## config.mk

```make
export PLATFORM = sky130hd
export DESIGN_NAME = pattern_detector_prog
export DESIGN_NICKNAME = d
export VERILOG_FILES = /design/src/rtl/pattern_detector_prog.sv
export SDC_FILE = /design/constraint.sdc
export NUM_CORES = 1
export LEC_CHECK = 0
export ABC_AREA = 1
export ABC_CLOCK_PERIOD_IN_PS = 4700
export CORE_ASPECT_RATIO = 1.75
export CORE_MARGIN = 3
export CORE_UTILIZATION = 35
export DETAILED_ROUTE_END_ITERATION = 16
export PLACE_DENSITY_LB_ADDON = 0.08
export SLEW_MARGIN = 20
export SYNTH_ARGS = -nofsm -noshare
export SYNTH_HDL_FRONTEND = slang
export SYNTH_SLANG_ARGS = --single-unit
```

## constraint.sdc

```tcl
create_clock -name clk_i -period 4.7 [get_ports clk_i]
set_input_delay 0.94 -clock clk_i [delete_from_list [all_inputs] [get_ports clk_i]]
set_output_delay 0.94 -clock clk_i [all_outputs]
set_load 0.03 [all_outputs]
```

## src/rtl/pattern_detector_prog.sv

```systemverilog
// pattern_detector_prog
//   Serial bit-stream pattern detector with a run-time programmable pattern,
//   length and overlap mode. Counts matches (saturating), keeps a sticky
//   "seen" flag and emits a one-cycle registered pulse per match.
//
// Ports
//   clk_i            clock, rising edge
//   reset_i          asynchronous active-high reset
//   stream_in_i      serial data bit
//   stream_valid_i   stream_in_i is sampled only when high
//   cfg_load_i       strobe: latch cfg_* and restart the hunt
//   cfg_pattern_i    pattern; bit[L-1] is the first bit received
//   cfg_len_i        pattern length (values above MAX_LEN clamp to MAX_LEN)
//   cfg_overlap_i    1 = overlapping matches allowed
//   clr_count_i      strobe: clear match_count_o and match_seen_o
//   pattern_found_o  one-cycle match pulse
//   match_count_o    saturating match counter
//   match_seen_o     sticky: at least one match since last clear
//   armed_o          high while hunting with a full history window
//
// State | meaning
//   IDLE | effective length is 0, detector disabled until the next cfg_load
//   FILL | collecting the first L-1 fresh bits; the L-th bit is compared
//   HUNT | history window full, compare on every valid bit
module pattern_detector_prog #(
    parameter int                 MAX_LEN         = 16,
    parameter int                 CNT_W           = 8,
    parameter logic [MAX_LEN-1:0] DEFAULT_PATTERN = MAX_LEN'(16'h0035),
    parameter int                 DEFAULT_LEN     = 7,
    parameter bit                 DEFAULT_OVERLAP = 1'b1,
    localparam int                LEN_W           = $clog2(MAX_LEN + 1)
) (
    input  logic               clk_i,
    input  logic               reset_i,
    input  logic               stream_in_i,
    input  logic               stream_valid_i,
    input  logic               cfg_load_i,
    input  logic [MAX_LEN-1:0] cfg_pattern_i,
    input  logic [LEN_W-1:0]   cfg_len_i,
    input  logic               cfg_overlap_i,
    input  logic               clr_count_i,
    output logic               pattern_found_o,
    output logic [CNT_W-1:0]   match_count_o,
    output logic               match_seen_o,
    output logic               armed_o
);

    typedef enum logic [1:0] {IDLE, FILL, HUNT} state_e;

    localparam logic [LEN_W-1:0] DEF_L = (DEFAULT_LEN > MAX_LEN) ? LEN_W'(MAX_LEN)
                                                                  : LEN_W'(DEFAULT_LEN);
    localparam state_e DEF_STATE = (DEF_L == '0) ? IDLE : FILL;

    state_e             state_q, state_d;
    logic [MAX_LEN-1:0] hist_q, hist_d;
    logic [LEN_W-1:0]   fill_q, fill_d;
    logic [MAX_LEN-1:0] pat_q, pat_d;
    logic [LEN_W-1:0]   len_q, len_d;
    logic               ovl_q, ovl_d;
    logic               found_q, found_d;
    logic [CNT_W-1:0]   cnt_q, cnt_d;
    logic               seen_q, seen_d;

    logic [MAX_LEN-1:0] hist_shift;
    logic [MAX_LEN-1:0] mask;
    logic [LEN_W-1:0]   cfg_l;
    logic [CNT_W-1:0]   cnt_base;
    logic               hit;
    logic               match;

    assign cfg_l      = (cfg_len_i > LEN_W'(MAX_LEN)) ? LEN_W'(MAX_LEN) : cfg_len_i;
    assign hist_shift = {hist_q[MAX_LEN-2:0], stream_in_i};

    // Only the L newest history bits take part in the compare.
    always_comb begin
        mask = '0;
        for (int i = 0; i < MAX_LEN; i++) begin
            mask[i] = (LEN_W'(i) < len_q);
        end
    end

    assign hit = (((hist_shift ^ pat_q) & mask) == '0);

    always_comb begin
        state_d = state_q;
        hist_d  = hist_q;
        fill_d  = fill_q;
        pat_d   = pat_q;
        len_d   = len_q;
        ovl_d   = ovl_q;
        match   = 1'b0;

        if (cfg_load_i) begin
            // A load restarts the hunt; the bit on the stream this cycle is dropped.
            pat_d   = cfg_pattern_i;
            len_d   = cfg_l;
            ovl_d   = cfg_overlap_i;
            hist_d  = '0;
            fill_d  = '0;
            state_d = (cfg_l == '0) ? IDLE : FILL;
        end else if (stream_valid_i) begin
            hist_d = hist_shift;
            unique case (state_q)
                IDLE: begin
                    state_d = IDLE;
                end
                FILL: begin
                    if (fill_q == len_q - LEN_W'(1)) begin
                        match  = hit;
                        fill_d = '0;
                        // Non-overlapping match keeps collecting a fresh window.
                        state_d = (hit && !ovl_q) ? FILL : HUNT;
                    end else begin
                        fill_d = fill_q + LEN_W'(1);
                    end
                end
                HUNT: begin
                    match = hit;
                    if (hit && !ovl_q) begin
                        fill_d  = '0;
                        state_d = FILL;
                    end
                end
                default: begin
                    state_d = IDLE;
                end
            endcase
        end
    end

    // Clear takes effect first, so a coincident match leaves count=1, seen=1.
    always_comb begin
        cnt_base = clr_count_i ? '0 : cnt_q;
        cnt_d    = (match && (cnt_base != '1)) ? cnt_base + CNT_W'(1) : cnt_base;
        seen_d   = (clr_count_i ? 1'b0 : seen_q) | match;
        found_d  = match;
    end

    always_ff @(posedge clk_i or posedge reset_i) begin
        if (reset_i) begin
            state_q <= DEF_STATE;
            hist_q  <= '0;
            fill_q  <= '0;
            pat_q   <= DEFAULT_PATTERN;
            len_q   <= DEF_L;
            ovl_q   <= DEFAULT_OVERLAP;
            found_q <= 1'b0;
            cnt_q   <= '0;
            seen_q  <= 1'b0;
        end else begin
            state_q <= state_d;
            hist_q  <= hist_d;
            fill_q  <= fill_d;
            pat_q   <= pat_d;
            len_q   <= len_d;
            ovl_q   <= ovl_d;
            found_q <= found_d;
            cnt_q   <= cnt_d;
            seen_q  <= seen_d;
        end
    end

    assign pattern_found_o = found_q;
    assign match_count_o   = cnt_q;
    assign match_seen_o    = seen_q;
    assign armed_o         = (state_q == HUNT);

endmodule

```

==> images/layer_met1.png <==
Bar = 20 um. Supply wires on this layer in gray.
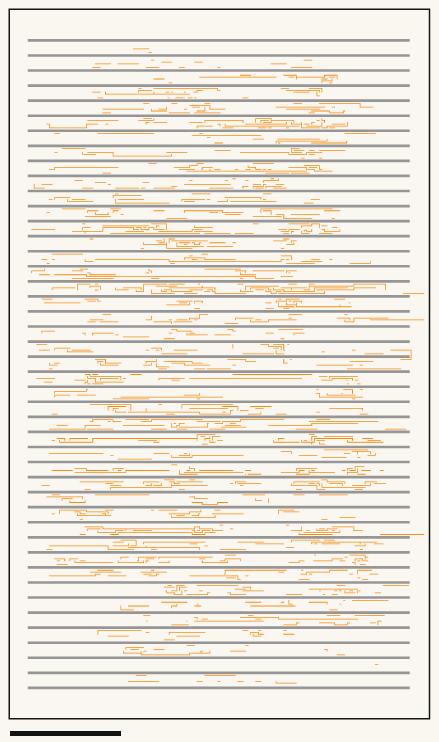
nets with wire on the layer = 409
main direction = horizontal
longest straight run = 30.6 um
wire length on this layer = 2,780 um

==> images/layer_met2.png <==
Bar = 20 um.
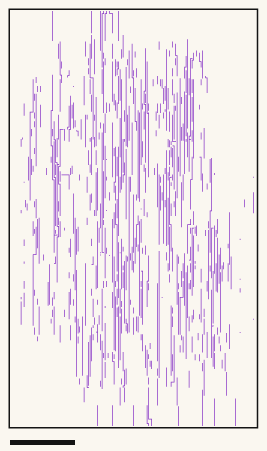
share of all routed wire = 55%
main direction = vertical
met2 Track Usage GR: 29.0%
wire length after detailed routing: 6880 um

==> results.yml <==
# synthesis and place-and-route metrics
outcome:
  outcome: "finished clean"
timing:
  timing.setup.tns_ps: 0
  period_needed_ps: 2710
  final_min_period_over_clock_period_pct: 57.6
  slew_limit_fails: 0
  clock_skew_ps: 12.3
global_routing:
  grt_pass1_vias: 2602
  grt-busiest-layer: "met2"
  grt_pass1_wl_um: 12000
  grt_remaining_overflow: 0
power:
  power.density_mw_per_mm2: 326
  irDropWorstVdd_v: 0.000210
  static-leakage-power_uw: 0.00171
  power.net_switching_uw: 337
  pwr-share-comb_pct: 18.3
synth:
  post_synthesis_chip_area_from_yosys_mm2: 0.00297
  avg_synthesized_cell_area_um2: 7.72
  postSynthCellCount: 385
clock_tree:
  cts_htree_levels: 2
  post_cts_resize_count: 0
  cts_inserted_buffers: 5
  tritoncts_clock_tree: "yes"
  cts-root-buf: "sky130_fd_sc_hd__clkbuf_16"
critical_path:
  path_class: "primary input to flop"
  critical_path_peak_fanout: 13
  worst-endpoint-required_ps: 4920
  reg2reg_depth: 10
  timing.critical_path.from_type: "primary input"
  regToRegStartpoint: "len_q[0]"
floorplan:
  core-area_mm2: 0.00807
place:
  post_dp_cell_area_mm2: 0.00346
  hpwl_reported_at_the_end_of_detailed_placement_um: 5290
run:
  max_cap_violations: 0
==> images/layer_met3.png <==
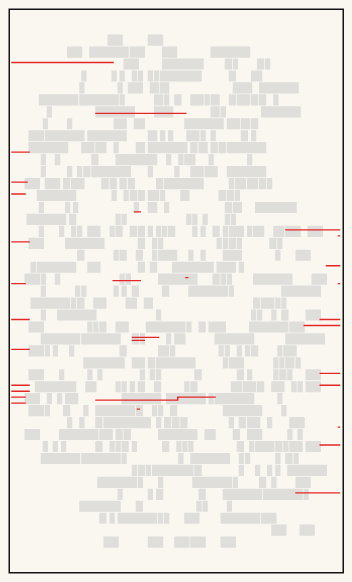
longest straight run = 23.0 um
share of all routed wire = 2.6%
via count: 2,540
met3 layer usage reported by global route: 2.59%

==> images/clk_routes.png <==
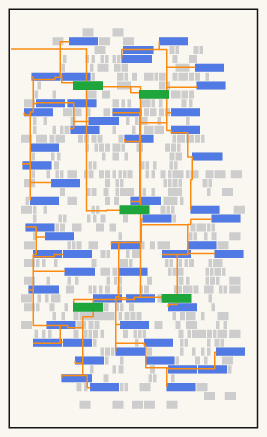
blue -> flip-flops  # count 54
orange -> clock wires  # length 772 um
green -> clock drivers  # count 5
flops lie = all over the die

## sequential cells by signal, summed over array words and instances, names as in the netlist
signal and count:
hist_q 15, state_q 2, match_count_o 8, ovl_q 1, pat_q 16, pattern_found_o 1
len_q 5, match_seen_o 1, fill_q 5
## logic make-up after synthesis
| kind of cell | synth area share, % |
|---|---|
| AND-OR/OR-AND | 9.43 |
| XOR/XNOR | 6.48 |
| adder cells (fa/ha/maj) | 2.53 |
| buffers and inverters | 7.75 |
| flip-flops | 45.9 |
| AND/OR/NAND/NOR | 28.0 |
## how the worst max path moves through the flow
| stage | startpoint | end | slack [ps] | depth (start not counted) |
|---|---|---|---|---|
| floorplan | clr_count_i | match_count_o[6] | 2410 | 10 |
| CTS | clr_count_i | match_count_o[5] | 1980 | 10 |
| detailed placement | clr_count_i | match_count_o[5] | 1660 | 10 |
| global placement | clr_count_i | match_count_o[1] | 1710 | 10 |
| finish | clr_count_i | match_count_o[5] | 1990 | 10 |
| global route | clr_count_i | match_count_o[6] | 1720 | 10 |
## cell usage after synthesis, drive strengths merged
cell,count
nand2,112
nand3,41
nor2,27
or2,1
nand3b,3
nand4,4
o21bai,1
nor3,5
clkbuf,7
o211ai,1
o31ai,2
dfrtp,45
o22ai,5
xor2,18
buf,3
xnor2,4
dfstp,9
a22oi,1
o21ai,33
a21boi,1
clkinv,2
inv,47
ha,6
a21oi,7
## power groups by stage
| stage | registers [uW] | logic, uW | clock network (uW) |
|---|---|---|---|
| floorplan | 536 | 155 | 0 |
| global placement | 545 | 220 | 0 |
| detailed placement | 546 | 222 | 0 |
| CTS | 537 | 223 | 445 |
| global route | 543 | 251 | 463 |
| finish | 537 | 217 | 429 |
## stage by stage
stage          total power [uW]  instances  hold WS, ps
2_1_floorplan               691        385          450
3_3_place_gp                765        508          458
3_5_place_dp                768        508          461
4_1_cts                    1200        516          472
5_1_grt                    1260        516          489
6_report                   1180        516          470
## metal layers
| layer | routed length [um] | vias to the layer above |
|---|---|---|
| met2 | 3760 | 35 |
| met3 | 177 | 7 |
| li1 | - | 1315 |
| met5 | 0 | - |
| met4 | 159 | 0 |
| met1 | 2780 | 1183 |
## critical path, cell delays in order
cell	delay (ps)
sky130_fd_sc_hd__clkdlybuf4s50_1	510
sky130_fd_sc_hd__nor2_1	220
sky130_fd_sc_hd__ha_1	180
sky130_fd_sc_hd__inv_1	60
sky130_fd_sc_hd__nor3_2	210
sky130_fd_sc_hd__nand3_1	130
sky130_fd_sc_hd__nand3b_1	260
sky130_fd_sc_hd__nand3_2	260
sky130_fd_sc_hd__nand2_1	80
sky130_fd_sc_hd__o21ai_1	90
## area by class of cell
class / count / area [um^2] / area share, %
Clock buffer: 5 / 125 / 3.45
Timing Repair Buffer: 43 / 418 / 11.5
Multi-Input combinational cell: 272 / 1380 / 38.0
Sequential cell: 54 / 1360 / 37.6
Clock inverter: 3 / 45.0 / 1.24
Tap cell: 90 / 113 / 3.11
Inverter: 49 / 184 / 5.07
No activity file was given, so power comes from the tool's default toggle rates.
